Fig. 1: the metal 4 layer
Supply wires on this layer in grey. Cells faint in the background.
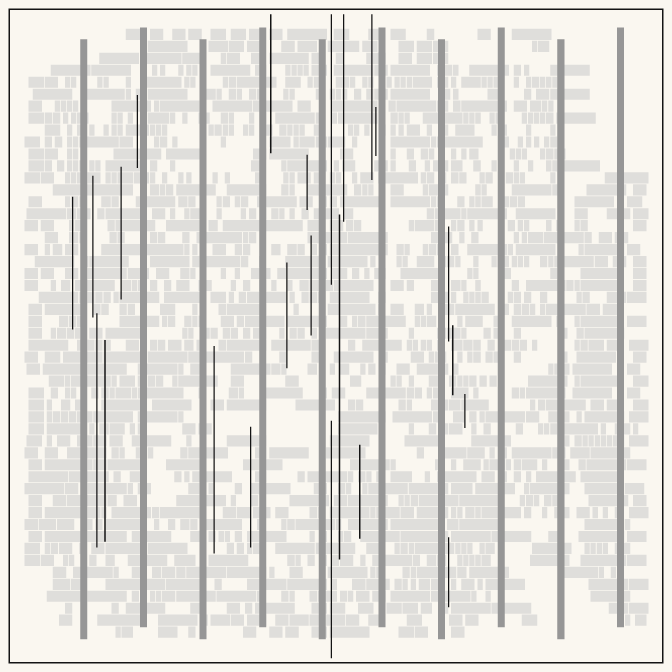
Fig. 2: cell outlines without signal wires
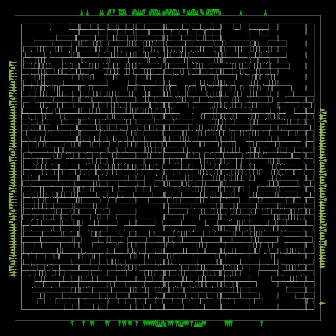
## config.mk

```make
export PLATFORM = sky130hd
export DESIGN_NAME = fw_cmd_decoder
export DESIGN_NICKNAME = d
export VERILOG_FILES = /design/src/rtl/cms_pix28_package.sv /design/src/rtl/fw_cmd_decoder.sv
export SDC_FILE = /design/constraint.sdc
export NUM_CORES = 1
export LEC_CHECK = 0
export ABC_AREA = 1
export CORE_MARGIN = 3
export CORE_UTILIZATION = 44
export DETAILED_ROUTE_END_ITERATION = 8
export GPL_TIMING_DRIVEN = 0
export HOLD_SLACK_MARGIN = 0.12
export PLACE_DENSITY = 0.76
export SYNTH_ARGS = -nofsm -noshare
export SYNTH_HDL_FRONTEND = slang
export SYNTH_SLANG_ARGS = --single-unit
```

## constraint.sdc

```tcl
create_clock -name fw_axi_clk -period 2.1 [get_ports fw_axi_clk]
set_input_delay 0.42 -clock fw_axi_clk [delete_from_list [all_inputs] [get_ports fw_axi_clk]]
set_output_delay 0.42 -clock fw_axi_clk [all_outputs]
set_load 0.05 [all_outputs]
```

## src/rtl/cms_pix28_package.sv

```systemverilog
// Shared definitions for the pix28 test firmware: op codes, FSM states,
// status bit positions and array-select encodings.
package cms_pix28_package;

    typedef enum logic [3:0] {
        NOOP              = 4'h0,
        W_RST_FW          = 4'h1,
        W_CFG_STATIC_0    = 4'h2,
        R_CFG_STATIC_0    = 4'h3,
        W_CFG_STATIC_1    = 4'h4,
        R_CFG_STATIC_1    = 4'h5,
        W_CFG_ARRAY_0     = 4'h6,
        R_CFG_ARRAY_0     = 4'h7,
        W_CFG_ARRAY_1     = 4'h8,
        R_CFG_ARRAY_1     = 4'h9,
        W_CFG_ARRAY_2     = 4'hA,
        R_CFG_ARRAY_2     = 4'hB,
        R_DATA_ARRAY_0    = 4'hC,
        R_DATA_ARRAY_1    = 4'hD,
        W_STATUS_FW_CLEAR = 4'hE,
        W_EXECUTE         = 4'hF
    } op_code_t;

    typedef enum logic [1:0] {
        IDLE,
        DISPATCH,
        RD_WAIT
    } state_t_sm_cmd_dec;

    localparam logic [4:0] status_index_rst_fw            = 5'd0;
    localparam logic [4:0] status_index_execute           = 5'd13;
    localparam logic [4:0] status_index_error_cmd_dropped = 5'd18;
    localparam logic [4:0] status_index_error_rd_timeout  = 5'd19;
    localparam logic [4:0] status_index_error_execute     = 5'd31;

    localparam logic [2:0] ARR_SEL_CFG_0  = 3'd0;
    localparam logic [2:0] ARR_SEL_CFG_1  = 3'd1;
    localparam logic [2:0] ARR_SEL_CFG_2  = 3'd2;
    localparam logic [2:0] ARR_SEL_DATA_0 = 3'd4;
    localparam logic [2:0] ARR_SEL_DATA_1 = 3'd5;

    function automatic logic [2:0] arr_sel_of(input op_code_t op);
        case (op)
            W_CFG_ARRAY_0, R_CFG_ARRAY_0: return ARR_SEL_CFG_0;
            W_CFG_ARRAY_1, R_CFG_ARRAY_1: return ARR_SEL_CFG_1;
            W_CFG_ARRAY_2, R_CFG_ARRAY_2: return ARR_SEL_CFG_2;
            R_DATA_ARRAY_0:               return ARR_SEL_DATA_0;
            R_DATA_ARRAY_1:               return ARR_SEL_DATA_1;
            default:                      return ARR_SEL_CFG_0;
        endcase
    endfunction

    // Completion bit of a register/array op sits one below its op code.
    function automatic logic [4:0] status_index_of(input op_code_t op);
        if (op == W_EXECUTE) return status_index_execute;
        return 5'(op) - 5'd1;
    endfunction

endpackage

```

## src/rtl/fw_cmd_decoder.sv

```systemverilog
// Host command front-end: decodes 32-bit command words, holds static/execute
// configuration, forwards array traffic and keeps the sticky status word.
module fw_cmd_decoder
    import cms_pix28_package::*;
#(
    parameter logic [3:0]  FW_ID           = 4'h1,
    parameter int unsigned TEST_NUMBER_LSB = 14,
    parameter int unsigned RD_TIMEOUT      = 255
) (
    input  logic        fw_axi_clk,
    input  logic        fw_rst_n,
    input  logic [31:0] sw_write32,
    input  logic        sw_write32_valid,
    output logic [31:0] sw_read32,
    output logic        sw_read32_valid,
    output logic        cmd_busy,
    output logic        fw_rst_req,
    output logic [23:0] cfg_static_0,
    output logic [23:0] cfg_static_1,
    output logic [23:0] exec_cfg,
    output logic        exec_start,
    input  logic [3:0]  test_done,
    output logic        arr_wr_valid,
    output logic [2:0]  arr_sel,
    output logic [23:0] arr_wr_data,
    output logic        arr_rd_req,
    input  logic        arr_rd_ack,
    input  logic [23:0] arr_rd_data,
    output logic [31:0] status
);

    localparam logic [7:0] RD_LAST = 8'(RD_TIMEOUT - 1);

    state_t_sm_cmd_dec state_q, state_d;
    logic [27:0] cmd_q, cmd_d;
    logic [23:0] cfg0_q, cfg0_d, cfg1_q, cfg1_d, exec_cfg_q, exec_cfg_d;
    logic        running_q, running_d;
    logic [3:0]  tnum_q, tnum_d;
    logic [31:0] status_q, status_d;
    logic [7:0]  rd_cnt_q, rd_cnt_d;
    logic [31:0] read_q, read_d;
    logic        rd_valid_q, rd_valid_d, rst_req_q, rst_req_d;
    logic        exec_start_q, exec_start_d, wr_valid_q, wr_valid_d;
    logic [2:0]  arr_sel_q, arr_sel_d;
    logic [23:0] wr_data_q, wr_data_d;
    logic        rd_req_q, rd_req_d;

    op_code_t    op;
    logic [23:0] body;
    logic [3:0]  tnum;
    logic [3:0]  done_hit;
    logic        status_clr;
    logic [31:0] status_set;

    assign op       = op_code_t'(cmd_q[27:24]);
    assign body     = cmd_q[23:0];
    assign tnum     = body[TEST_NUMBER_LSB +: 4];
    assign done_hit = test_done & tnum_q;

    always_ff @(posedge fw_axi_clk or negedge fw_rst_n) begin
        if (!fw_rst_n) begin
            state_q      <= IDLE;
            cmd_q        <= '0;
            cfg0_q       <= '0;
            cfg1_q       <= '0;
            exec_cfg_q   <= '0;
            running_q    <= 1'b0;
            tnum_q       <= '0;
            status_q     <= '0;
            rd_cnt_q     <= '0;
            read_q       <= '0;
            rd_valid_q   <= 1'b0;
            rst_req_q    <= 1'b0;
            exec_start_q <= 1'b0;
            wr_valid_q   <= 1'b0;
            arr_sel_q    <= '0;
            wr_data_q    <= '0;
            rd_req_q     <= 1'b0;
        end else begin
            state_q      <= state_d;
            cmd_q        <= cmd_d;
            cfg0_q       <= cfg0_d;
            cfg1_q       <= cfg1_d;
            exec_cfg_q   <= exec_cfg_d;
            running_q    <= running_d;
            tnum_q       <= tnum_d;
            status_q     <= status_d;
            rd_cnt_q     <= rd_cnt_d;
            read_q       <= read_d;
            rd_valid_q   <= rd_valid_d;
            rst_req_q    <= rst_req_d;
            exec_start_q <= exec_start_d;
            wr_valid_q   <= wr_valid_d;
            arr_sel_q    <= arr_sel_d;
            wr_data_q    <= wr_data_d;
            rd_req_q     <= rd_req_d;
        end
    end

    always_comb begin
        state_d      = state_q;
        cmd_d        = cmd_q;
        cfg0_d       = cfg0_q;
        cfg1_d       = cfg1_q;
        exec_cfg_d   = exec_cfg_q;
        running_d    = running_q;
        tnum_d       = tnum_q;
        rd_cnt_d     = rd_cnt_q;
        read_d       = read_q;
        arr_sel_d    = arr_sel_q;
        wr_data_d    = wr_data_q;
        rd_req_d     = rd_req_q;
        rd_valid_d   = 1'b0;
        rst_req_d    = 1'b0;
        exec_start_d = 1'b0;
        wr_valid_d   = 1'b0;
        status_clr   = 1'b0;
        status_set   = '0;

        unique case (state_q)
            IDLE: begin
                if (sw_write32_valid && sw_write32[31:28] == FW_ID) begin
                    cmd_d   = sw_write32[27:0];
                    state_d = DISPATCH;
                end
            end
            DISPATCH: begin
                state_d = IDLE;
                unique case (op)
                    NOOP: ;
                    W_RST_FW: begin
                        rst_req_d  = 1'b1;
                        cfg0_d     = '0;
                        cfg1_d     = '0;
                        exec_cfg_d = '0;
                        running_d  = 1'b0;
                        status_clr = 1'b1;
                        status_set[status_index_rst_fw] = 1'b1;
                    end
                    W_CFG_STATIC_0: begin
                        cfg0_d = body;
                        status_set[status_index_of(op)] = 1'b1;
                    end
                    W_CFG_STATIC_1: begin
                        cfg1_d = body;
                        status_set[status_index_of(op)] = 1'b1;
                    end
                    R_CFG_STATIC_0, R_CFG_STATIC_1: begin
                        read_d     = {FW_ID, op, (op == R_CFG_STATIC_0) ? cfg0_q : cfg1_q};
                        rd_valid_d = 1'b1;
                        status_set[status_index_of(op)] = 1'b1;
                    end
                    W_CFG_ARRAY_0, W_CFG_ARRAY_1, W_CFG_ARRAY_2: begin
                        wr_valid_d = 1'b1;
                        arr_sel_d  = arr_sel_of(op);
                        wr_data_d  = body;
                        status_set[status_index_of(op)] = 1'b1;
                    end
                    R_CFG_ARRAY_0, R_CFG_ARRAY_1, R_CFG_ARRAY_2,
                    R_DATA_ARRAY_0, R_DATA_ARRAY_1: begin
                        rd_req_d  = 1'b1;
                        arr_sel_d = arr_sel_of(op);
                        rd_cnt_d  = '0;
                        state_d   = RD_WAIT;
                    end
                    W_STATUS_FW_CLEAR: status_clr = 1'b1;
                    W_EXECUTE: begin
                        if (!$onehot(tnum) || running_q) begin
                            status_set[status_index_error_execute] = 1'b1;
                        end else begin
                            exec_cfg_d   = body;
                            exec_start_d = 1'b1;
                            running_d    = 1'b1;
                            tnum_d       = tnum;
                            status_set[status_index_of(op)] = 1'b1;
                        end
                    end
                endcase
            end
            RD_WAIT: begin
                if (arr_rd_ack) begin
                    rd_req_d   = 1'b0;
                    read_d     = {FW_ID, op, arr_rd_data};
                    rd_valid_d = 1'b1;
                    status_set[status_index_of(op)] = 1'b1;
                    state_d    = IDLE;
                end else if (rd_cnt_q == RD_LAST) begin
                    rd_req_d   = 1'b0;
                    read_d     = {FW_ID, op, 24'hFFFFFF};
                    rd_valid_d = 1'b1;
                    status_set[status_index_error_rd_timeout] = 1'b1;
                    state_d    = IDLE;
                end else begin
                    rd_cnt_d = rd_cnt_q + 8'd1;
                end
            end
            default: state_d = IDLE;
        endcase

        if (sw_write32_valid && state_q != IDLE)
            status_set[status_index_error_cmd_dropped] = 1'b1;

        // Completion is tracked in every state and lands after any clear.
        if (running_q && |done_hit) begin
            running_d         = 1'b0;
            status_set[17:14] = done_hit;
        end

        status_d = (status_clr ? '0 : status_q) | status_set;
    end

    assign sw_read32       = read_q;
    assign sw_read32_valid = rd_valid_q;
    assign cmd_busy        = (state_q != IDLE);
    assign fw_rst_req      = rst_req_q;
    assign cfg_static_0    = cfg0_q;
    assign cfg_static_1    = cfg1_q;
    assign exec_cfg        = exec_cfg_q;
    assign exec_start      = exec_start_q;
    assign arr_wr_valid    = wr_valid_q;
    assign arr_sel         = arr_sel_q;
    assign arr_wr_data     = wr_data_q;
    assign arr_rd_req      = rd_req_q;
    assign status          = status_q;

endmodule
```

==> results.py <==
# Metrics from the implementation run
metrics = {
    "clocking": {
        "postCtsResizedCells": 178,
        "h-tree-depth": 1,
        "clockBufferDepth": 3,
    },
    "global_route": {
        "grt_pass1_vias": 8152,
        "grt_start_max_net_pins": 114,
        "grt_use_met2": 0.418,
    },
    "yosys": {
        "adder_share": 0.0121,
        "ys_sh_aoi": 0.108,
        "syn_area_um2": 8920,
        "synth_top_flop_cell": "dfrtp_1",
        "area_leaders": "dfrtp_1, nand2_1, o21ai_0",
        "ys_ff": 208,
        "top_area_frac": 0.584,
        "edf_count": 0,
        "top_cell": "nand2_1",
        "ys_sh_mux": 0,
    },
    "placement": {
        "dp_cells": 1545,
    },
    "timing": {
        "setup_violations": 29,
        "fin_crit_ns": 2.20,
        "fmax_mhz": 454,
        "finalWorstSetupSlack_ns": -0.102,
        "slew_viol_final": 0,
    },
    "outcome": {
        "outcome": "finished, violations left",
        "violations": "setup timing",
    },
    "floorplanning": {
        "fp_util": 0.452,
        "rows": 51,
    },
    "final_layout": {
        "largest_reg_flops": 32,
        "fin_cells": 1600,
        "layout-drive-gt1-share": 0.108,
    },
    "worst_setup_path": {
        "crit_start": "cmd_q[14]",
        "critPathTopFamily": "adder cells",
        "path_class": "register to register",
        "cp-endpoint": "exec_cfg[13]",
    },
    "hold_path": {
        "min_to": "sw_read32[12]",
        "hp-class": "register to register",
    },
    "route": {
        "met2_length_um": 13500,
    },
    "power_and_ir_drop": {
        "p_total_uw": 22800,
        "ir_drop_mv": 0.978,
    },
}
Back to the opening pictures, Fig. 1:
- main direction: vertical
- wire length on this layer: 745 µm
- share of all routed wire: 2.6%
- nets with wire on the layer: 14

Back to the opening pictures, Fig. 2:
Flops: 208
core area: 19700 µm²
fillers: 1700

==> worst min-delay path, delay by kind of cell, from the launching register on <==
family	cells	cell delay, ns
DFF	1	0.33
and+or+nand+nor	2	0.10
==> power by group <==
part / switching [µW] / leakage, µW / internal, µW
clock: 1670 / 0.000417 / 2800
sequential: 970 / 0.00268 / 5580
combinational: 8570 / 0.00397 / 3200
==> area by class of cell <==
type / instances / area share
inverters: 84 / 0.0259
clock buffers: 30 / 0.0511
flip-flops and latches: 208 / 0.408
plain buffers: 61 / 0.0281
repair buffers: 243 / 0.184
well taps: 265 / 0.0260
clock inverters: 12 / 0.0150
multi-input cells: 697 / 0.261
Power is estimated from default activity; no workload was simulated.
